<file path="src/rtl/imem_loader.sv">
// Byte-stream program loader: unpacks a framed image into instruction BRAM,
// flushes every cache line, then releases the CPU from hold.
module imem_loader #(
    parameter int         ADDR_W         = 10,
    parameter logic [7:0] SYNC_BYTE      = 8'hA5,
    parameter int         CACHE_LINES    = 32,
    parameter int         TIMEOUT_CYCLES = 1000000
) (
    input  logic                           clock,
    input  logic                           reset_n,
    input  logic [7:0]                     rx_data,
    input  logic                           rx_valid,
    output logic                           rx_ready,
    output logic                           mem_we,
    output logic [ADDR_W-1:0]              mem_addr,
    output logic [31:0]                    mem_wdata,
    output logic                           cache_we,
    output logic [$clog2(CACHE_LINES)-1:0] cache_addr,
    output logic [37:0]                    cache_wdata,
    output logic                           cpu_hold,
    output logic                           done,
    output logic                           error
);

    localparam int          CIDX_W    = $clog2(CACHE_LINES);
    localparam int          TMR_W     = $clog2(TIMEOUT_CYCLES + 1);
    localparam logic [16:0] MAX_WORDS = 17'(2 ** ADDR_W);

    localparam logic [2:0] ST_IDLE   = 3'd0;
    localparam logic [2:0] ST_CNT_LO = 3'd1;
    localparam logic [2:0] ST_CNT_HI = 3'd2;
    localparam logic [2:0] ST_DATA   = 3'd3;
    localparam logic [2:0] ST_CHECK  = 3'd4;
    localparam logic [2:0] ST_FLUSH  = 3'd5;
    localparam logic [2:0] ST_DONE   = 3'd6;
    localparam logic [2:0] ST_ERROR  = 3'd7;

    logic [2:0]        state_q, state_d;
    logic [7:0]        count_lo_q, count_lo_d;
    logic [15:0]       words_left_q, words_left_d;
    logic [ADDR_W-1:0] word_idx_q, word_idx_d;
    logic [1:0]        lane_q, lane_d;
    logic [23:0]       shift_q, shift_d;
    logic [7:0]        checksum_q, checksum_d;
    logic [CIDX_W-1:0] cache_idx_q, cache_idx_d;
    logic [TMR_W-1:0]  timer_q, timer_d;
    logic              mem_we_q, mem_we_d;
    logic [ADDR_W-1:0] mem_addr_q, mem_addr_d;
    logic [31:0]       mem_wdata_q, mem_wdata_d;

    logic        accept;
    logic        in_frame;
    logic [15:0] frame_len;

    assign accept    = rx_valid && rx_ready;
    assign in_frame  = (state_q == ST_CNT_LO) || (state_q == ST_CNT_HI) ||
                       (state_q == ST_DATA)   || (state_q == ST_CHECK);
    assign frame_len = {rx_data, count_lo_q};

    // Status outputs decode straight from state so an async reset drops them at once.
    assign rx_ready    = (state_q != ST_FLUSH);
    assign cache_we    = (state_q == ST_FLUSH);
    assign cache_addr  = cache_idx_q;
    assign cache_wdata = '0;
    assign cpu_hold    = (state_q != ST_DONE);
    assign done        = (state_q == ST_DONE);
    assign error       = (state_q == ST_ERROR);
    assign mem_we      = mem_we_q;
    assign mem_addr    = mem_addr_q;
    assign mem_wdata   = mem_wdata_q;

    always_comb begin
        state_d      = state_q;
        count_lo_d   = count_lo_q;
        words_left_d = words_left_q;
        word_idx_d   = word_idx_q;
        lane_d       = lane_q;
        shift_d      = shift_q;
        checksum_d   = checksum_q;
        cache_idx_d  = cache_idx_q;
        mem_we_d     = 1'b0;
        mem_addr_d   = mem_addr_q;
        mem_wdata_d  = mem_wdata_q;
        timer_d      = '0;

        if (in_frame && !accept) begin
            timer_d = timer_q + TMR_W'(1);
        end

        case (state_q)
            ST_IDLE, ST_DONE, ST_ERROR: begin
                if (accept && rx_data == SYNC_BYTE) begin
                    state_d    = ST_CNT_LO;
                    checksum_d = '0;
                end
            end
            ST_CNT_LO: begin
                if (accept) begin
                    count_lo_d = rx_data;
                    state_d    = ST_CNT_HI;
                end
            end
            ST_CNT_HI: begin
                if (accept) begin
                    if ({1'b0, frame_len} > MAX_WORDS) begin
                        state_d = ST_ERROR;
                    end else if (frame_len == 16'd0) begin
                        state_d = ST_CHECK;
                    end else begin
                        state_d      = ST_DATA;
                        words_left_d = frame_len;
                        word_idx_d   = '0;
                        lane_d       = '0;
                    end
                end
            end
            ST_DATA: begin
                // Lanes 0..2 shift in from the top; the lane-3 byte completes the word.
                if (accept) begin
                    checksum_d = checksum_q ^ rx_data;
                    lane_d     = lane_q + 2'd1;
                    if (lane_q == 2'd3) begin
                        mem_we_d     = 1'b1;
                        mem_addr_d   = word_idx_q;
                        mem_wdata_d  = {rx_data, shift_q};
                        word_idx_d   = word_idx_q + ADDR_W'(1);
                        words_left_d = words_left_q - 16'd1;
                        if (words_left_q == 16'd1) begin
                            state_d = ST_CHECK;
                        end
                    end else begin
                        shift_d = {rx_data, shift_q[23:8]};
                    end
                end
            end
            ST_CHECK: begin
                if (accept) begin
                    if (rx_data == checksum_q) begin
                        state_d     = ST_FLUSH;
                        cache_idx_d = '0;
                    end else begin
                        state_d = ST_ERROR;
                    end
                end
            end
            ST_FLUSH: begin
                cache_idx_d = cache_idx_q + CIDX_W'(1);
                if (cache_idx_q == CIDX_W'(CACHE_LINES - 1)) begin
                    state_d = ST_DONE;
                end
            end
            default: state_d = ST_IDLE;
        endcase

        if (in_frame && !accept && timer_q == TMR_W'(TIMEOUT_CYCLES - 1)) begin
            state_d = ST_ERROR;
        end
    end

    always_ff @(posedge clock or negedge reset_n) begin
        if (!reset_n) begin
            state_q      <= ST_IDLE;
            count_lo_q   <= '0;
            words_left_q <= '0;
            word_idx_q   <= '0;
            lane_q       <= '0;
            shift_q      <= '0;
            checksum_q   <= '0;
            cache_idx_q  <= '0;
            timer_q      <= '0;
            mem_we_q     <= 1'b0;
            mem_addr_q   <= '0;
            mem_wdata_q  <= '0;
        end else begin
            state_q      <= state_d;
            count_lo_q   <= count_lo_d;
            words_left_q <= words_left_d;
            word_idx_q   <= word_idx_d;
            lane_q       <= lane_d;
            shift_q      <= shift_d;
            checksum_q   <= checksum_d;
            cache_idx_q  <= cache_idx_d;
            timer_q      <= timer_d;
            mem_we_q     <= mem_we_d;
            mem_addr_q   <= mem_addr_d;
            mem_wdata_q  <= mem_wdata_d;
        end
    end

endmodule
</file>
<file path="config.mk">
export PLATFORM = sky130hd
export DESIGN_NAME = imem_loader
export DESIGN_NICKNAME = d
export VERILOG_FILES = /design/src/rtl/imem_loader.sv
export SDC_FILE = /design/constraint.sdc
export NUM_CORES = 1
export LEC_CHECK = 0
export ABC_AREA = 1
export CORE_UTILIZATION = 55
export CTS_BUF_LIST = sky130_fd_sc_hd__clkbuf_8
export DETAILED_ROUTE_END_ITERATION = 6
export PLACE_DENSITY = 0.8
export REMOVE_ABC_BUFFERS = 1
export SYNTH_ARGS = -nofsm -noshare
export SYNTH_HDL_FRONTEND = slang
export SYNTH_SLANG_ARGS = --single-unit
</file>
<file path="constraint.sdc">
create_clock -name clock -period 3.2 [get_ports clock]
set_input_delay 0.64 -clock clock [delete_from_list [all_inputs] [get_ports clock]]
set_output_delay 0.64 -clock clock [all_outputs]
set_load 0.005 [all_outputs]
</file>
==> deck_impl_summary.md <==
Key Metrics from the Run

Finish
  – Layout area overhead: 14.1%
  – Clock buffer count: 19
  – # diodes: 0
  – Combinational fraction of the cell area: 0.375
  – Buffer share of cell area: 0.0880
  – Footprint of the multi-input gates: 3070 um^2

Critical path
  – Critical Path, Cell by Cell: inv_2 -> nor3_1 -> clkdlybuf4s50_1
  – Top delay family on crit path: buffers and inverters
  – Critical Path End: done
  – CP max FO: 10
  – Crit-path max cell delay: 0.56 ns
  – Depth of the most critical reg-to-reg path: 9
  – Worst EP required: 2.56 ns
  – R2r setup slk: 0.96 ns

Route
  – Vias per inst: 5.03
  – Initial drt markers: 419
  – Wire per inst: 12.7 um
  – WL final: 14900 um

Die
  – N_taps: 172
  – Chip height: 116 um

Placed design
  – Post-DP HPWL: 10100 um

CTS
  – Setup bufs post-CTS: 0
  – Clock Latency Late Sink: 0.45 ns
  – CTS resizes: 0

Yosys
  – YS chip area: 7170 um^2
  – Xor+xnor area frac: 0.0183
  – Aoi share: 0.0833
  – Netlist Area Pre-Place: 7170 um^2
  – Synth top cell by count: nand2_1

Global route
  – Met1 Use GR: 0.319
  – GR Overflow Total: 0

STA
  – Slew margin rel.: 0.534
  – Unrepaired setup endpoints after global routing: false
  – Final hold vios: 0
  – Setup WS post-layout: 0.589 ns

Run status
  – Status: finished clean
## cell families after synthesis
group / count (synthesis)
DFF: 139
adders and majority gates: 10
buffers and inverters: 151
xor gates and xnor gates: 15
and+or+nand+nor: 501
other: 1
AOI/OAI and AO/OA: 112
## flip-flops by register name, indices dropped and copies added, names as in the netlist
register,count
cache_addr,5
checksum_q,8
count_lo_q,8
lane_q,2
mem_addr,10
mem_wdata,32
mem_we,1
shift_q,24
state_q,3
timer_q,20
word_idx_q,10
words_left_q,16
## power groups by stage
stage,logic [mW],registers [mW],clock network (mW)
after floorplan,1.19,2.33,0
after global placement,1.55,2.39,0
after detailed placement,1.60,2.40,0
after CTS,1.61,2.37,1.42
after global routing,1.88,2.42,1.50
final,1.60,2.37,1.39
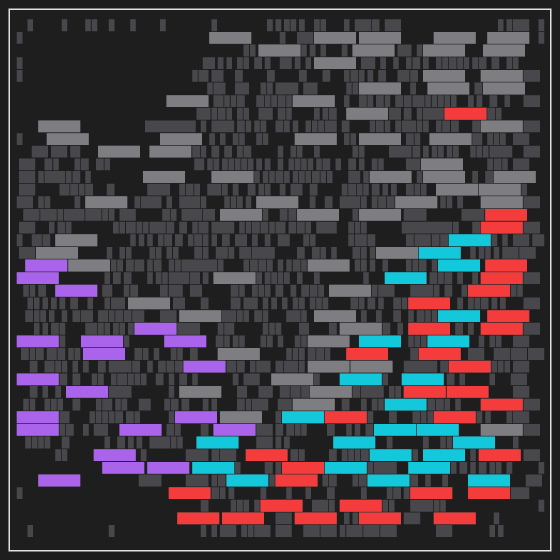
flops_by_reg.png
Other sequential cells in the stronger grey, the rest of the logic in the fainter grey.
[cyan] shift_q | sequential cells: 24
[red] mem_wdata | sequential cells: 32
[purple] timer_q | sequential cells: 20
not coloured: 63

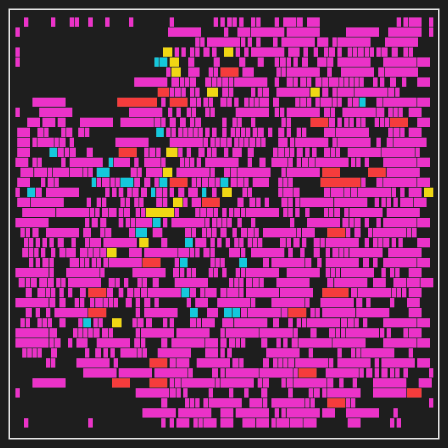
sizes.png
[yellow] _3 and _4 cells | cells: 15 | most used: buf_4
[magenta] _0 and _1 cells | cells: 938 | most used: nand2_1
[cyan] _2 cells | cells: 24 | most used: or2_2
[red] _6 and larger | cells: 24 | most used: clkbuf_8

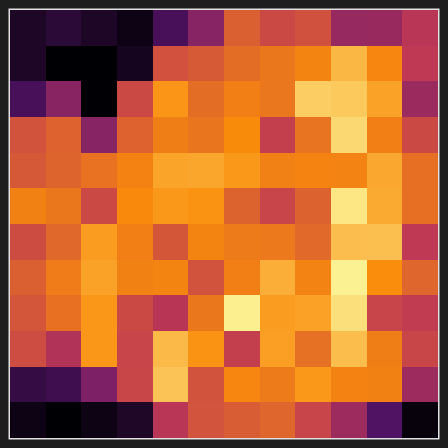
cell_density.png
12 x 12 tiles, from black (low) to pale yellow (high), 0 to 100% covered.
emptiest ninth of the die: top left
fullest tile: 97%
nearly empty tiles: 2.8%
mean over tiles: 59%
tiles over 75% full: 23%

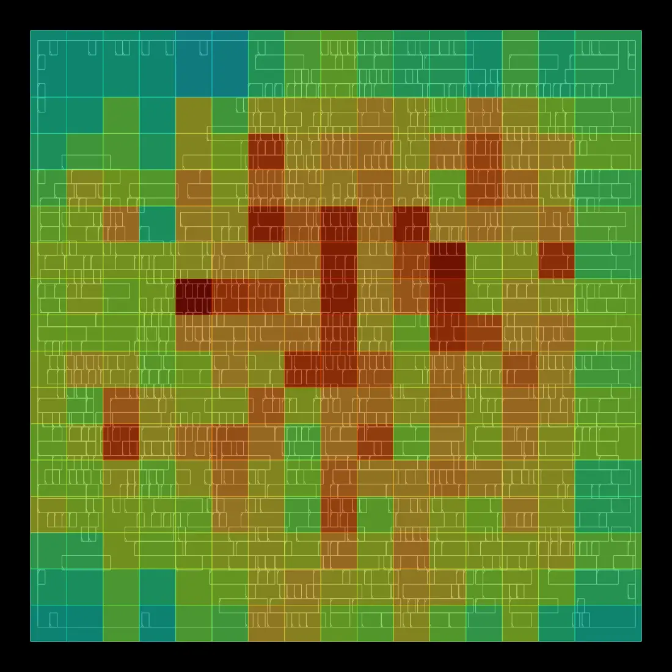
congestion.png
final core utilization: 0.645
grt met3 use: 0.0483
Total GRT Usage: 0.241
GR peak layer: met2

Power is estimated from default activity; no workload was simulated.
